===== config.mk =====
export PLATFORM = sky130hd
export DESIGN_NAME = adc_rp_rx
export DESIGN_NICKNAME = d
export VERILOG_FILES = /design/src/rtl/adc_rp_rx.sv
export SDC_FILE = /design/constraint.sdc
export NUM_CORES = 1
export LEC_CHECK = 0
export ABC_AREA = 1
export CORE_MARGIN = 5
export CORE_UTILIZATION = 35
export DETAILED_ROUTE_END_ITERATION = 6
export GPL_TIMING_DRIVEN = 0
export SYNTH_ARGS = -nofsm -noshare
export SYNTH_HDL_FRONTEND = slang
export SYNTH_SLANG_ARGS = --single-unit

===== constraint.sdc =====
create_clock -name clk -period 4 [get_ports clk]
set_input_delay 0.6 -clock clk [delete_from_list [all_inputs] [get_ports clk]]
set_output_delay 0.6 -clock clk [all_outputs]
set_load 0.01 [all_outputs]

===== src/rtl/adc_rp_rx.sv =====
// ADC capture path for the Red Pitaya front end.
// It registers the raw offset-binary codes for channels A and B and converts them to two's
// complement. It then averages and decimates by 2^k, and keeps sticky overrange flags.
// Optional build macro ADC_TEST_PATTERN_EN: adds tp_en, which replaces the formatted stage-2
// data with an internal ramp (A = ramp, B = ~ramp).
`timescale 1ns / 1ps

module adc_rp_rx #(
  parameter int unsigned DATA_WIDTH   = 14,
  parameter int unsigned MAX_DEC_LOG2 = 8,
  parameter int unsigned DEC_SEL_W    = 4
) (
  input  logic                  clk,
  input  logic                  rst_n,
  input  logic [DATA_WIDTH-1:0] adc_dat_a,
  input  logic [DATA_WIDTH-1:0] adc_dat_b,
  input  logic                  ce,
  input  logic [DEC_SEL_W-1:0]  dec_log2,
  input  logic                  ovr_clr,
`ifdef ADC_TEST_PATTERN_EN
  input  logic                  tp_en,
`endif
  output logic [DATA_WIDTH-1:0] adc0,
  output logic [DATA_WIDTH-1:0] adc1,
  output logic                  valid,
  output logic                  ovr_a,
  output logic                  ovr_b
);

  localparam int unsigned AccW = DATA_WIDTH + MAX_DEC_LOG2;
  localparam logic [DATA_WIDTH-1:0] PosFs = {1'b0, {(DATA_WIDTH-1){1'b1}}};
  localparam logic [DATA_WIDTH-1:0] NegFs = {1'b1, {(DATA_WIDTH-1){1'b0}}};

  logic [DATA_WIDTH-1:0]   s1_a_q, s1_a_d, s1_b_q, s1_b_d;
  logic                    ce_s1_q, ce_s1_d;
  logic [DATA_WIDTH-1:0]   s2_a_q, s2_a_d, s2_b_q, s2_b_d;
  logic                    ce_s2_q, ce_s2_d;
  logic                    ovr_a_q, ovr_a_d, ovr_b_q, ovr_b_d;
  logic signed [AccW-1:0]  acc_a_q, acc_a_d, acc_b_q, acc_b_d;
  logic signed [AccW-1:0]  sum_a, sum_b;
  logic [MAX_DEC_LOG2-1:0] cnt_q, cnt_d, last_cnt;
  logic [DEC_SEL_W-1:0]    k_l_q, k_l_d, k_req, k_eff;
  logic [DATA_WIDTH-1:0]   adc0_q, adc0_d, adc1_q, adc1_d;
  logic                    valid_q, valid_d;
`ifdef ADC_TEST_PATTERN_EN
  logic [DATA_WIDTH-1:0]   ramp_q, ramp_d;
`endif

  // Pin register and offset-binary to two's-complement formatting.
  always_comb begin
    s1_a_d  = adc_dat_a;
    s1_b_d  = adc_dat_b;
    ce_s1_d = ce;
    s2_a_d  = {s1_a_q[DATA_WIDTH-1], ~s1_a_q[DATA_WIDTH-2:0]};
    s2_b_d  = {s1_b_q[DATA_WIDTH-1], ~s1_b_q[DATA_WIDTH-2:0]};
    ce_s2_d = ce_s1_q;
`ifdef ADC_TEST_PATTERN_EN
    ramp_d = ramp_q + DATA_WIDTH'(1);
    if (tp_en) begin
      s2_a_d = ramp_q;
      s2_b_d = ~ramp_q;
    end
`endif
  end

  // Sticky overrange flags; a new overrange sample wins over a simultaneous clear.
  always_comb begin
    ovr_a_d = (ovr_a_q && !ovr_clr) || (ce_s2_q && (s2_a_q == PosFs || s2_a_q == NegFs));
    ovr_b_d = (ovr_b_q && !ovr_clr) || (ce_s2_q && (s2_b_q == PosFs || s2_b_q == NegFs));
  end

  // Accumulate/decimate; the exponent is sampled live at block start and then frozen in k_l.
  always_comb begin
    k_req = dec_log2;
    if (32'(dec_log2) > MAX_DEC_LOG2) begin
      k_req = DEC_SEL_W'(MAX_DEC_LOG2);
    end
    k_eff    = (cnt_q == '0) ? k_req : k_l_q;
    k_l_d    = k_eff;
    last_cnt = MAX_DEC_LOG2'((32'd1 << k_eff) - 32'd1);
    sum_a    = acc_a_q + {{MAX_DEC_LOG2{s2_a_q[DATA_WIDTH-1]}}, s2_a_q};
    sum_b    = acc_b_q + {{MAX_DEC_LOG2{s2_b_q[DATA_WIDTH-1]}}, s2_b_q};
    acc_a_d  = acc_a_q;
    acc_b_d  = acc_b_q;
    cnt_d    = cnt_q;
    adc0_d   = adc0_q;
    adc1_d   = adc1_q;
    valid_d  = 1'b0;
    if (ce_s2_q) begin
      if (cnt_q == last_cnt) begin
        adc0_d  = DATA_WIDTH'(sum_a >>> k_eff);
        adc1_d  = DATA_WIDTH'(sum_b >>> k_eff);
        valid_d = 1'b1;
        acc_a_d = '0;
        acc_b_d = '0;
        cnt_d   = '0;
      end else begin
        acc_a_d = sum_a;
        acc_b_d = sum_b;
        cnt_d   = cnt_q + MAX_DEC_LOG2'(1);
      end
    end
  end

  // State registers.
  always_ff @(posedge clk or negedge rst_n) begin
    if (!rst_n) begin
      s1_a_q  <= '0;
      s1_b_q  <= '0;
      ce_s1_q <= 1'b0;
      s2_a_q  <= '0;
      s2_b_q  <= '0;
      ce_s2_q <= 1'b0;
      ovr_a_q <= 1'b0;
      ovr_b_q <= 1'b0;
      acc_a_q <= '0;
      acc_b_q <= '0;
      cnt_q   <= '0;
      k_l_q   <= '0;
      adc0_q  <= '0;
      adc1_q  <= '0;
      valid_q <= 1'b0;
`ifdef ADC_TEST_PATTERN_EN
      ramp_q  <= '0;
`endif
    end else begin
      s1_a_q  <= s1_a_d;
      s1_b_q  <= s1_b_d;
      ce_s1_q <= ce_s1_d;
      s2_a_q  <= s2_a_d;
      s2_b_q  <= s2_b_d;
      ce_s2_q <= ce_s2_d;
      ovr_a_q <= ovr_a_d;
      ovr_b_q <= ovr_b_d;
      acc_a_q <= acc_a_d;
      acc_b_q <= acc_b_d;
      cnt_q   <= cnt_d;
      k_l_q   <= k_l_d;
      adc0_q  <= adc0_d;
      adc1_q  <= adc1_d;
      valid_q <= valid_d;
`ifdef ADC_TEST_PATTERN_EN
      ramp_q  <= ramp_d;
`endif
    end
  end

  assign adc0  = adc0_q;
  assign adc1  = adc1_q;
  assign valid = valid_q;
  assign ovr_a = ovr_a_q;
  assign ovr_b = ovr_b_q;

endmodule


==> changes_impl.md, run 1 <==
## Flow update

* Status: finished, final reports clean
* Registers, synthesis at 145
* Critical path required time at 4.38 ns
* Clock Tree Buf Depth at 2
* XOR/XNOR Fraction of Synth Area at 0.0171
* CTS tree: built
* Synth top cell by count: nand2_1
* Post-synthesis async set-or-reset flop share at 1.00
* Worst slack, placed at -0.430 ns
* NetSw at 0.00572 W
* Die Ht at 181 um
* Sequential share of power at 0.194
* Total number of yosys warnings at 0
* DR DRC count at 0
* Crit path max fanout at 10
* Antenna-violating nets left at 0
* RSZ-0062 raised after global routing: no
* Clk pin slew, worst setup/hold paths at 0.06 ns
* Final Hold Viols at 0
* Port Buffers at 66
* Met1 Wirelength at 14800 um
* Total tool warning count at 27
* Combinational fraction of design power at 0.648
* I/O pin count at 67
* Synth unique cells at 37
* ANT cells at 0
* Worst slew margin at 0.528
* CP arrival at 4.13 ns
* # Cells Yosys at 1578
* Worst clock skew at 0.0116 ns
* Met3 usage in global routing at 0.0328
* Cell taking the most area after synthesis: dfrtp_1
* Layout cells sized above 1 at 0.0595
* Placed inst area at 11400 um2
* Total sequential power at 0.00210 W
* WL met2 at 15100 um
-- run 1: worst max-delay path by stage --
stage	start	end	slack, ns	cells past startpoint
3_5_place_dp	dec_log2[3]	acc_a_q[3]	-0.43	17
6_report	cnt_q[0]	acc_b_q[9]	0.24	23
2_1_floorplan	cnt_q[0]	adc1[11]	0.79	24
5_1_grt	cnt_q[1]	adc0[10]	0.02	23
3_3_place_gp	rst_n	adc0[9]	-3.84	1
4_1_cts	cnt_q[0]	adc1[8]	0.01	22
-- run 1: registers in the layout, summed over array words and instances, names as in the netlist --
name     count
acc_a_q     22
acc_b_q     22
adc0        14
adc1        14
s1_a_q      14
s1_b_q      14
s2_a_q      14
s2_b_q      14
cnt_q        8
k_l_q        4
ce_s1_q      1
ce_s2_q      1
ovr_a        1
ovr_b        1
valid        1
-- run 1: layout make-up --
| class | count | area, um2 | share of cell area |
|---|---|---|---|
| Multi-Input combinational cell | 1177 | 5650 | 0.466 |
| Sequential cell | 145 | 3630 | 0.299 |
| Inverter | 209 | 788 | 0.0651 |
| Timing Repair Buffer | 71 | 719 | 0.0594 |
| Tap cell | 384 | 480 | 0.0397 |
| Clock buffer | 17 | 425 | 0.0351 |
| Buffer | 46 | 235 | 0.0194 |
| Clock inverter | 15 | 194 | 0.0160 |
-- run 1: worst max-delay path: stages, from the launching register on --
cell,delay (ns)
dfrtp_1,0.43
inv_2,0.11
ha_2,0.21
nand2_1,0.06
nor2_1,0.10
nand2_1,0.14
nand2_1,0.14
nand2_4,0.12
nor2_4,0.16
buf_6,0.18
buf_4,0.20
nand2_1,0.08
ha_1,0.23
xor2_2,0.16
inv_1,0.06
nand3_1,0.07
nand2_1,0.08
nor2_1,0.05
nand4_1,0.17
nor2_2,0.08
nor2_2,0.29
buf_2,0.34
nand2_1,0.15
nand2_1,0.08
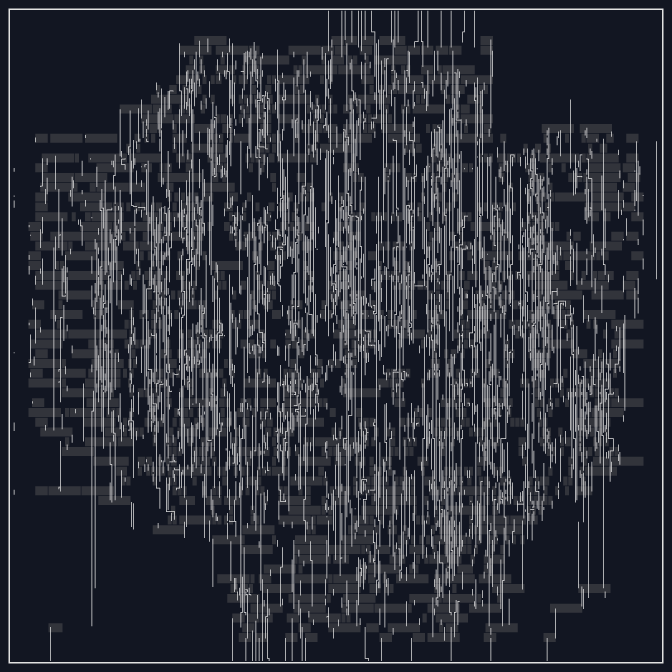
run_1/met2.png
The layer holds 47% of the routed length. The layer carries 15100 um of wire.
final WL: 32300 um
grt met2 use: 0.324
vias after detailed routing: 10217

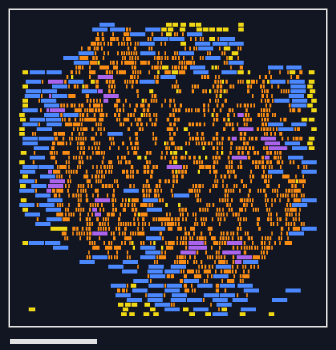
run_1/cell_classes.png
The bar under the picture is 50 um long.
Key: all other logic = orange [cells 1386, share of their area 55%]; other buffers and delay cells = yellow [cells 117, share of their area 8.2%]; flops = blue [cells 145, share of their area 31%]; clock drivers and dummy loads = purple [cells 32, share of their area 5.3%]
Core Region: 28900 um2
utilization after layout: 0.420

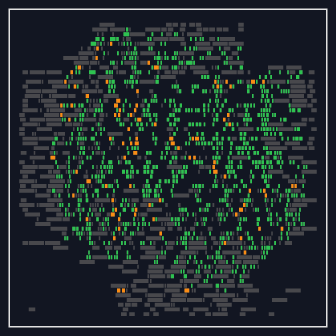
run_1/gate_families.png
Key: NAND gates = green [cells 913, most used nand2_1]; inverting AOI/OAI gates = orange [cells 89, most used o21ai_0]

run_1/final_placement.png
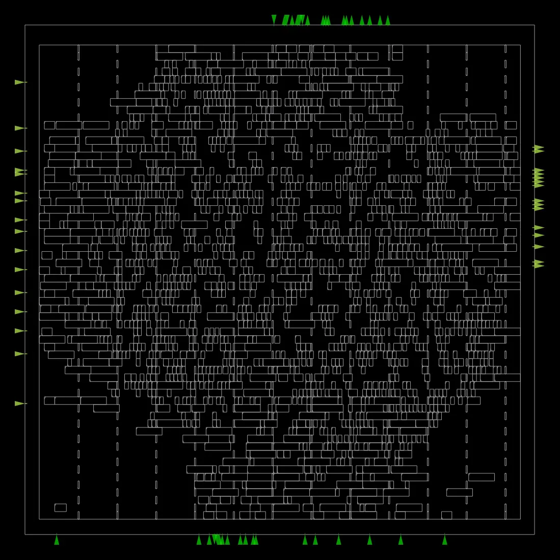

==> run 2, diff against run 1 <==
--- a/config.mk
+++ b/config.mk
@@ -6,10 +6,10 @@
 export NUM_CORES = 1
 export LEC_CHECK = 0
 export ABC_AREA = 1
+export CAP_MARGIN = 20
 export CORE_MARGIN = 5
 export CORE_UTILIZATION = 35
 export DETAILED_ROUTE_END_ITERATION = 6
-export GPL_TIMING_DRIVEN = 0
 export SYNTH_ARGS = -nofsm -noshare
 export SYNTH_HDL_FRONTEND = slang
 export SYNTH_SLANG_ARGS = --single-unit
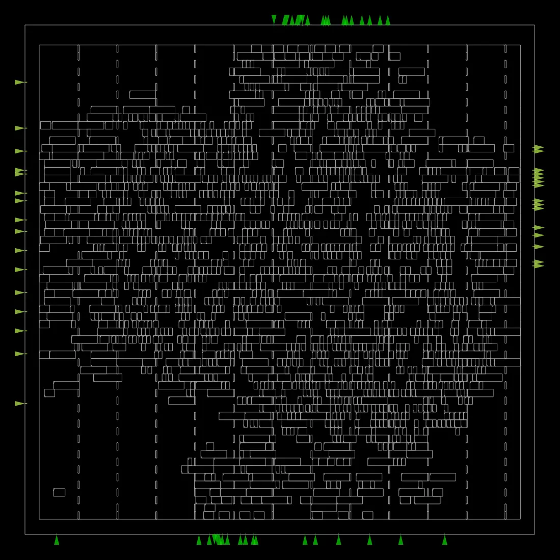
run_2/final_placement.png
layout filler cell count: 3029
utilization after layout: 0.412

==> run 2 against run 1 <==
Sequential share of layout area rose by 0.54 points; worst setup slack improved by 0.20 ns; routed wire length fell by 11%; fmax rose by 5.7%; critical endpoint is now adc0[6]; highest routed layer unchanged.
==> changes_impl.md, run 2 <==
## Flow update

* CP arrival at 3.88 ns (was 4.13 ns)
* Total sequential power at 0.00212 W (was 0.00210 W)
* I/O pin count at 67 (unchanged)
* Clock Tree Buf Depth at 2 (unchanged)
* Top_reg_cell synth: dfrtp_1 (unchanged)
* Total number of yosys warnings at 0 (unchanged)
* Synth unique cells at 37 (unchanged)
* Crit-path max cell delay at 0.42 ns (was 0.43 ns)
* Pwr per Cell Area at 859 nW/um2 (was 897 nW/um2)
* Post-synthesis async set-or-reset flop share at 1.00 (unchanged)
* RSZ-0062 raised after global routing: no (unchanged)
* Met1 Wirelength at 13200 um (was 14800 um)
* Antenna-violating nets left at 0 (unchanged)
* Cell taking the most area after synthesis: dfrtp_1 (unchanged)
* Core Region at 28900 um2 (unchanged)
* Status: finished, final reports clean (unchanged)
* Die Ht at 181 um (unchanged)
* ANT cells at 0 (unchanged)
* Vias after detailed routing at 9921 (was 10217)
* NetSw at 0.00531 W (was 0.00572 W)
* CTS tree: built (unchanged)
* Worst slew margin at 0.602 (was 0.528)
* Synth top cell by count: nand2_1 (unchanged)
* CP Cell Sequence: inv_1, ha_1, nand2_1, nor2_1, nand2_1, nor2_1, nor2_2, nor2_2, nand2_1, ha_1, xor2_1, inv_1, nand3_1, nand2_1, nor2_1, nand4_1, nor2_2, nand2_4, nand2_2, nand2_1 (was inv_2, ha_2, nand2_1, nor2_1, nand2_1, nand2_1, nand2_4, nor2_4, buf_6, buf_4, nand2_1, ha_1, xor2_2, inv_1, nand3_1, nand2_1, nor2_1, nand4_1, nor2_2, nor2_2, buf_2, nand2_1, nand2_1)
* Final WL at 28800 um (was 32300 um)
* Slowest-stage cell, CP: dfrtp_1 (unchanged)
* Sequential share of power at 0.208 (was 0.194)
* Total tool warning count at 28 (was 27)
* Crit path buf inv count at 2 (was 5)
* Registers, synthesis at 145 (unchanged)
* Biggest regs: acc_a_q: 22 flops, acc_b_q: 22 flops (unchanged)
* XOR/XNOR Fraction of Synth Area at 0.0171 (unchanged)
* Port Buffers at 66 (unchanged)
* Layout cells sized above 1 at 0.0564 (was 0.0595)
* Crit path max fanout at 34 (was 10)
* Most frequent CP cell: nand2_1 (unchanged)
* Worst clock skew at 0.0159 ns (was 0.0116 ns)
* WL met2 at 13800 um (was 15100 um)
* Kind of cell adding the most delay to the critical path: simple AND/OR/NAND/NOR gates (unchanged)
* DR DRC count at 0 (unchanged)
* Drt via density at 4.88 (was 4.95)
* Final Hold Viols at 0 (unchanged)
* First-pass GRT wire length at 47000 um (was 51800 um)
* NumNets Final at 1719 (was 1750)
* Critical path required time at 4.32 ns (was 4.38 ns)
-- run 2: cell counts after synthesis --
Identical to the previous run, type by type.
-- run 2: worst paths after layout --
kind	from	to	slack, ns	cells past startpoint
worst min register to register	ce_s1_q	ce_s2_q	0.35	0
max in group asynchronous	rst_n	adc0[13]	2.92	3
worst max register to register	cnt_q[0]	adc0[6]	0.44	20
worst min-delay path	rst_n	s1_b_q[13]	0.1	1
worst max-delay path	cnt_q[0]	adc0[6]	0.44	20
min in group clk	ce_s1_q	ce_s2_q	0.35	0
-- run 2: per-layer routing --
| layer | vias up | GRT usage |
|---|---|---|
| met4 | 0 | 0.0480 |
| li1 | 5108 | - |
| met2 | 232 | 0.298 |
| met5 | - | 0 |
| met1 | 4546 | 0.230 |
| met3 | 35 | 0.0318 |
-- run 2: layout make-up --
cell class	instances	area, um2
Sequential cell	145	3630
Multi-Input combinational cell	1177	5620
Tap cell	384	480
Timing Repair Buffer	86	832
Fill cell	3029	17000
Inverter	209	785
Clock inverter	14	119
Clock buffer	18	439
-- run 2: worst reg2reg max path, cell delays in order (launching register included) --
cell,delay [ns]
dfrtp_1,0.42
inv_1,0.14
ha_1,0.21
nand2_1,0.06
nor2_1,0.09
nand2_1,0.11
nor2_1,0.13
nor2_2,0.06
nor2_2,0.36
nand2_1,0.14
ha_1,0.25
xor2_1,0.21
inv_1,0.06
nand3_1,0.08
nand2_1,0.06
nor2_1,0.09
nand4_1,0.18
nor2_2,0.24
nand2_4,0.30
nand2_2,0.17
nand2_1,0.06
-- run 2: metrics by stage --
stage                     hold WS, ns  power, W  instance area, um2
after CTS                       0.350    0.0103               11900
after global routing            0.124    0.0113               11900
after global placement          0.336   0.00863               11300
after detailed placement        0.335   0.00865               11300
after floorplan                 0.304   0.00693               10300
final                          0.0966    0.0102               11900
Power is estimated from default activity; no workload was simulated.
